<file path="config.mk">
export PLATFORM = sky130hd
export DESIGN_NAME = sr_bank_driver_flat
export DESIGN_NICKNAME = d
export VERILOG_FILES = /design/src/rtl/sr_bank_driver_if.sv /design/src/rtl/sr_bank_driver.sv /design/src/flat_wrapper.sv
export SDC_FILE = /design/constraint.sdc
export NUM_CORES = 1
export LEC_CHECK = 0
export ABC_CLOCK_PERIOD_IN_PS = 2300
export CORE_ASPECT_RATIO = 1.75
export CORE_MARGIN = 5
export CORE_UTILIZATION = 45
export CTS_CLUSTER_SIZE = 12
export DETAILED_ROUTE_END_ITERATION = 10
export HOLD_SLACK_MARGIN = 0.12
export PLACE_DENSITY = 0.83
export SLEW_MARGIN = 40
export SYNTH_ARGS = -nofsm -noshare
export SYNTH_HDL_FRONTEND = slang
export SYNTH_SLANG_ARGS = --single-unit
</file>
<file path="constraint.sdc">
create_clock -name CLK -period 2.3 [get_ports CLK]
set_input_delay 0.345 -clock CLK [delete_from_list [all_inputs] [get_ports CLK]]
set_output_delay 0.345 -clock CLK [all_outputs]
set_load 0.05 [all_outputs]
</file>
<file path="src/rtl/sr_bank_driver_if.sv">
// Request/feedback bundle between control logic, sr_bank_driver and the SR bank.
// The slave side is the driver; Q arrives from the bank but travels with the bundle.
interface sr_bank_driver_if #(
    parameter int WIDTH = 4
);
    logic             REQ_VALID;
    logic [WIDTH-1:0] REQ_DATA;
    logic             REQ_READY;
    logic [WIDTH-1:0] Q;
    logic [WIDTH-1:0] S;
    logic [WIDTH-1:0] R;
    logic             BUSY;
    logic             DONE;
    logic             ERR;

    modport master (
        output REQ_VALID, REQ_DATA, Q,
        input  REQ_READY, S, R, BUSY, DONE, ERR
    );

    modport slave (
        input  REQ_VALID, REQ_DATA, Q,
        output REQ_READY, S, R, BUSY, DONE, ERR
    );
endinterface

</file>
<file path="src/rtl/sr_bank_driver.sv">
// Drives non-overlapping S/R pulses into an SR flip-flop bank to reach a target
// word, then waits for Q to match (DONE) or gives up after a timeout (ERR).
module sr_bank_driver #(
    parameter int WIDTH     = 4,
    parameter int PULSE_CYC = 2,
    parameter int TIMEOUT   = 8
) (
    input  logic            CLK,
    input  logic            RST,
    sr_bank_driver_if.slave bus
);
    localparam int PW = (PULSE_CYC > 1) ? $clog2(PULSE_CYC) : 1;
    localparam int CW = (TIMEOUT > 1) ? $clog2(TIMEOUT) : 1;
    localparam logic [PW-1:0] P_LAST = PW'(PULSE_CYC - 1);
    localparam logic [CW-1:0] C_LAST = CW'(TIMEOUT - 1);

    typedef enum logic [1:0] {IDLE, DRIVE, CHECK} state_t;

    state_t           state_q, state_d;
    logic [WIDTH-1:0] tgt_q, tgt_d;
    logic [WIDTH-1:0] s_q, s_d;
    logic [WIDTH-1:0] r_q, r_d;
    logic             ready_q, ready_d;
    logic             busy_q, busy_d;
    logic             done_q, done_d;
    logic             err_q, err_d;
    logic [PW-1:0]    pcnt_q, pcnt_d;
    logic [CW-1:0]    ccnt_q, ccnt_d;

    logic [WIDTH-1:0] set_m, rst_m;

    // set and clear masks are disjoint by construction, so S&R can never overlap
    assign set_m = bus.REQ_DATA & ~bus.Q;
    assign rst_m = ~bus.REQ_DATA & bus.Q;

    always_comb begin
        state_d = state_q;
        tgt_d   = tgt_q;
        s_d     = s_q;
        r_d     = r_q;
        ready_d = ready_q;
        busy_d  = busy_q;
        done_d  = 1'b0;
        err_d   = 1'b0;
        pcnt_d  = pcnt_q;
        ccnt_d  = ccnt_q;
        unique case (state_q)
            IDLE: begin
                ready_d = 1'b1;
                busy_d  = 1'b0;
                s_d     = '0;
                r_d     = '0;
                if (ready_q && bus.REQ_VALID) begin
                    tgt_d   = bus.REQ_DATA;
                    ready_d = 1'b0;
                    busy_d  = 1'b1;
                    pcnt_d  = '0;
                    ccnt_d  = '0;
                    if ((set_m | rst_m) != '0) begin
                        state_d = DRIVE;
                        s_d     = set_m;
                        r_d     = rst_m;
                    end else begin
                        state_d = CHECK;
                    end
                end
            end
            DRIVE: begin
                if (pcnt_q == P_LAST) begin
                    s_d     = '0;
                    r_d     = '0;
                    ccnt_d  = '0;
                    state_d = CHECK;
                end else begin
                    pcnt_d = pcnt_q + 1'b1;
                end
            end
            CHECK: begin
                s_d = '0;
                r_d = '0;
                // BUSY stays high through the DONE/ERR cycle; IDLE drops it next edge
                if (bus.Q == tgt_q) begin
                    done_d  = 1'b1;
                    state_d = IDLE;
                end else if (ccnt_q == C_LAST) begin
                    err_d   = 1'b1;
                    state_d = IDLE;
                end else begin
                    ccnt_d = ccnt_q + 1'b1;
                end
            end
            default: state_d = IDLE;
        endcase
    end

    always_ff @(posedge CLK or posedge RST) begin
        if (RST) begin
            state_q <= IDLE;
            tgt_q   <= '0;
            s_q     <= '0;
            r_q     <= '0;
            ready_q <= 1'b0;
            busy_q  <= 1'b0;
            done_q  <= 1'b0;
            err_q   <= 1'b0;
            pcnt_q  <= '0;
            ccnt_q  <= '0;
        end else begin
            state_q <= state_d;
            tgt_q   <= tgt_d;
            s_q     <= s_d;
            r_q     <= r_d;
            ready_q <= ready_d;
            busy_q  <= busy_d;
            done_q  <= done_d;
            err_q   <= err_d;
            pcnt_q  <= pcnt_d;
            ccnt_q  <= ccnt_d;
        end
    end

    assign bus.S         = s_q;
    assign bus.R         = r_q;
    assign bus.REQ_READY = ready_q;
    assign bus.BUSY      = busy_q;
    assign bus.DONE      = done_q;
    assign bus.ERR       = err_q;
endmodule
</file>
<file path="src/flat_wrapper.sv">
// flat-port wrapper written by rule: the top's interface ports become plain ports
module sr_bank_driver_flat 
#(
    parameter int WIDTH     = 4,
    parameter int PULSE_CYC = 2,
    parameter int TIMEOUT   = 8
)
  (CLK, RST, bus_REQ_VALID, bus_REQ_DATA, bus_Q, bus_REQ_READY, bus_S, bus_R, bus_BUSY, bus_DONE, bus_ERR);
  sr_bank_driver_if #(.WIDTH(WIDTH)) bus_i ();
  input  logic CLK;
  input  logic RST;
  input wire logic [$bits(bus_i.REQ_VALID)-1:0] bus_REQ_VALID;
  input wire logic [$bits(bus_i.REQ_DATA)-1:0] bus_REQ_DATA;
  input wire logic [$bits(bus_i.Q)-1:0] bus_Q;
  output wire logic [$bits(bus_i.REQ_READY)-1:0] bus_REQ_READY;
  output wire logic [$bits(bus_i.S)-1:0] bus_S;
  output wire logic [$bits(bus_i.R)-1:0] bus_R;
  output wire logic [$bits(bus_i.BUSY)-1:0] bus_BUSY;
  output wire logic [$bits(bus_i.DONE)-1:0] bus_DONE;
  output wire logic [$bits(bus_i.ERR)-1:0] bus_ERR;
  assign bus_i.REQ_VALID = bus_REQ_VALID;
  assign bus_i.REQ_DATA = bus_REQ_DATA;
  assign bus_i.Q = bus_Q;
  assign bus_REQ_READY = bus_i.REQ_READY;
  assign bus_S = bus_i.S;
  assign bus_R = bus_i.R;
  assign bus_BUSY = bus_i.BUSY;
  assign bus_DONE = bus_i.DONE;
  assign bus_ERR = bus_i.ERR;
  sr_bank_driver #(.WIDTH(WIDTH), .PULSE_CYC(PULSE_CYC), .TIMEOUT(TIMEOUT)) u_core (.CLK(CLK), .RST(RST), .bus(bus_i));
endmodule
</file>
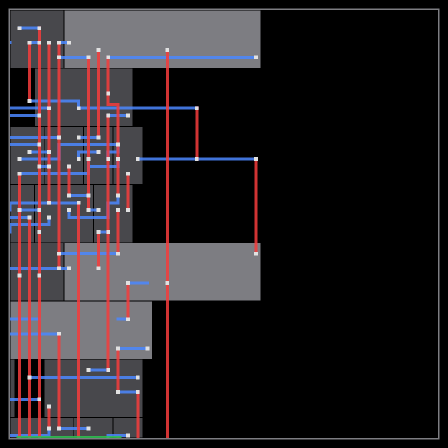
**Above:** layout detail.
Window x 26 to 46, y 48 to 68 microns. Cells in gray, sequential cells in the stronger gray; small squares are vias.
Key: metal 2 = red; metal 3 = green; metal 1 = blue
Most frequent: dfrtp_1 (3). Netlist names of flops here include u_core.ccnt_q (3). 13 logic cells have their middle in the window. Sequential cells in the window: 3.

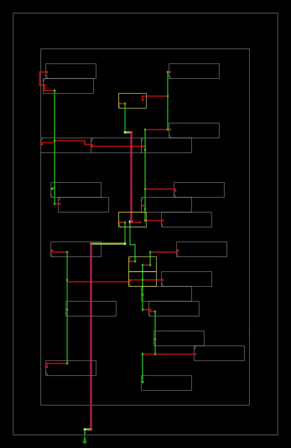
**Above:** clock nets.
Clock Skew: 0.00410 ns
Clock net power: 0.273 mW
layout sequential cell count: 22

==> flow report <==
================================================================================
Final max-slew violation count ....................................            0
MaxCap Viol Count .................................................            0
Num ports .........................................................           23
Yosys warns .......................................................            0
CP delay by family, top ........................................... simple AND/OR/NAND/NOR gates
Cell with the largest stage delay on the worst path ...............       nor3_2
Multi-input gate area in the final layout .........................    561 sq um
HPWL after detailed placement .....................................      1.74 mm
Pin slew with the least headroom to its limit .....................     0.544 ns
Overall die height ................................................ 77.3 microns
Highest Clock Rate ................................................    0.542 GHz
Total global routing track utilization ............................        13.1%
Root buf cell .....................................................     clkbuf_8
Nets at Floorplan .................................................          130
Total gr overflow .................................................            0
Complex-gate fraction of the synthesized area .....................        13.5%
Final wirelength ..................................................      2.23 mm
Standard cell core area ...........................................   2490 sq um
Number of synthesized register bits ...............................           22
Non-Filler Instances ..............................................          156
Length of the first detailed-routing pass in iterations ...........            5
First-pass GRT wire length ........................................      3.88 mm
Area of the mapped netlist ........................................   1160 sq um
Synth Seq Share ...................................................        47.3%
Initial cell density of the core ..................................        46.7%
Top comb family, area .............................................  adder cells
Final weighted congestion in routability-driven placement .........        0.793
Synthesized-area fraction occupied by xor and xnor cells ..........        3.01%
Port buffer count .................................................           22
Power Dens Cells .................................................. 1090 nW/um^2
Number of vias per cell ...........................................         5.35
Count of final hold-check violations ..............................            0
Layout fillers ....................................................          209
Clock tree from TritonCTS .........................................         done
# rows ............................................................           24
Chip footprint ....................................................   3740 sq um
Distinct cells, synth .............................................           24
Critical Path Start Type ..........................................         flop
Clock latency on the worst-skew pair ..............................      0.26 ns
Post-layout minimum cycle time ....................................      1.84 ns
Count of instances resized after the clock tree is built ..........            0
Buf/Inv on CP .....................................................            1
Simple-gate share of the synthesized area .........................        14.8%
Overall via count from detail_route ...............................          834
Final worst path period share .....................................        80.1%
Max Fanout on Critical Path .......................................            9
Worst Hold Class .................................................. input pin to async pin
Relative slew slack ...............................................        63.6%
Net count, final ..................................................          156
Initial DRC Count .................................................           17
Logic depth of the worst register-to-register path ................            6
Hold_ws ...........................................................     0.414 ns
Antenna Diode Count ...............................................            0
Average cell area after synthesis .................................   11.1 sq um
Post-route DRC violation count ....................................            0
Critical path class ............................................... flop to flop
Cell Area, Placed .................................................   1420 sq um
Multiplexer area fraction after synthesis .........................        1.72%
Share of layout cells above drive strength 1 ......................        7.69%
Crit path DRT .....................................................      2.50 ns
Clock-pin transition on the worst setup and hold timing paths .....      0.08 ns
Average detailed-routed wire length per instance .................. 14.3 microns
Critical path, cell by cell ....................................... inv_1 > ha_1 > nand2b_1 > nand2b_1 > nor3_2 > a22o_1
Fa+ha+maj area frac ...............................................        15.1%
Final Power .......................................................      1.60 mW
Most used cell along the critical path ............................     nand2b_1
Area figure in the yosys stat output ..............................   1160 sq um
Post-layout instance area .........................................   1470 sq um
Cells after Synth .................................................          105
Dominant cells by area after synthesis ............................ dfrtp_1, ha_1, a22o_1
Final antenna-violating net count .................................            0
Number of antenna violations at the first check in global routing .            0
Hold-fix buffers, CTS .............................................            0
Max clock buf depth ...............................................            2
Total clock sinks .................................................           22
Number of logged tool warnings ....................................           33
Die Width ......................................................... 48.4 microns
Clock buffer count from CTS .......................................            3
Worst voltage drop across the vdd grid ............................   0.000543 V
Crit-path max cell delay ..........................................      0.49 ns
Cell taking the most area after synthesis .........................      dfrtp_1
Area growth from synthesis to layout ..............................        26.5%
Final setup fails .................................................            0
Vias in the first global route ....................................          841
Dominant logic cell types in the final layout ..................... clkdlybuf4s50_1, dfrtp_1, ha_1
Yosys cell count ..................................................          105
P_leak ............................................................     0.731 nW
RSZ-0062 raised after global routing ..............................           no
Result of the run .................................................    completed
Crit path capture type ............................................         flop
Area share of the leading cell type in the synthesized netlist ....        47.3%
CTS H-tree depth ..................................................            1
Largest net degree at the start of global routing .................           23
WP depth ..........................................................            6
Placed cells ......................................................          152
================================================================================
-- kinds of logic after synthesis --
group,after synthesis
mux,2
compound gates,21
simple gates,28
fa+ha+maj,14
flops,22
buf+inv,14
xor+xnor,4
-- path summary, 6_finish.rpt --
kind                                   start              end  slack (ns)
max                        u_core.state_q[1]  u_core.bus.S[3]        0.46
min                                      RST  u_core.bus.S[3]        0.41
max reg2reg                u_core.state_q[1]  u_core.bus.S[3]        0.46
min reg2reg                    u_core.pcnt_q    u_core.pcnt_q        0.51
max in group asynchronous                RST  u_core.tgt_q[2]        1.67
min in group CLK               u_core.pcnt_q    u_core.pcnt_q        0.51
-- worst reg2reg max path, stage by stage (launching register included) --
cell and delay [ns]:
dfrtp_1 0.37, inv_1 0.08, ha_1 0.23, nand2b_1 0.14, nand2b_1 0.24, nor3_2 0.49
a22o_1 0.22
-- synth_stat cells --
library cell,number
nor2_1,3
nor4_4,1
or4b_1,2
and2_2,1
inv_1,12
xor2_1,4
mux2i_1,2
o21a_1,1
o21ai_0,5
a21bo_2,1
nand2b_1,4
nand2_1,9
ha_1,14
and4_1,1
o211ai_2,1
a21oi_1,2
clkbuf_1,2
nand3b_1,1
dfrtp_1,22
nor3_2,1
o211ai_1,3
a22o_1,8
nand3_1,4
or4_1,1
-- area by class of cell --
type | instances | area share [%]
multi-input cells | 69 | 38.1
inverters | 12 | 3.06
well taps | 26 | 2.21
flip-flops and latches | 22 | 37.4
repair buffers | 23 | 15.5
clock buffers | 4 | 3.74
-- per-stage QoR --
stage,util (%),setup slack (ns)
after floorplan,-,0.649
after detailed placement,56.8,0.321
final,59.0,0.457
after CTS,59.0,0.450
after global placement,56.8,0.367
after global routing,59.0,0.281
-- where the power goes --
part | total [mW] | switching (mW) | internal [mW] | leakage [nW]
Clock | 0.273 | 0.121 | 0.153 | 0.0288
Sequential | 0.577 | 0.0775 | 0.500 | 0.289
Combinational | 0.750 | 0.473 | 0.276 | 0.414
Total | 1.60 | 0.672 | 0.929 | 0.731
-- flip-flops by register name, indices dropped and copies added (netlist names) --
name                  cells
u_core.bus.BUSY           1
u_core.bus.DONE           1
u_core.bus.ERR            1
u_core.bus.R              4
u_core.bus.REQ_READY      1
u_core.bus.S              4
u_core.ccnt_q             3
u_core.pcnt_q             1
u_core.state_q            2
u_core.tgt_q              4
-- metal layers --
metal	track usage (%)	part of all wire, %
met5	0	0
met4	7.48	2.2
met3	2.13	4.1
met2	22.3	55
met1	15.0	39
Power figures rest on the tool's default switching activity, not on a simulated workload.
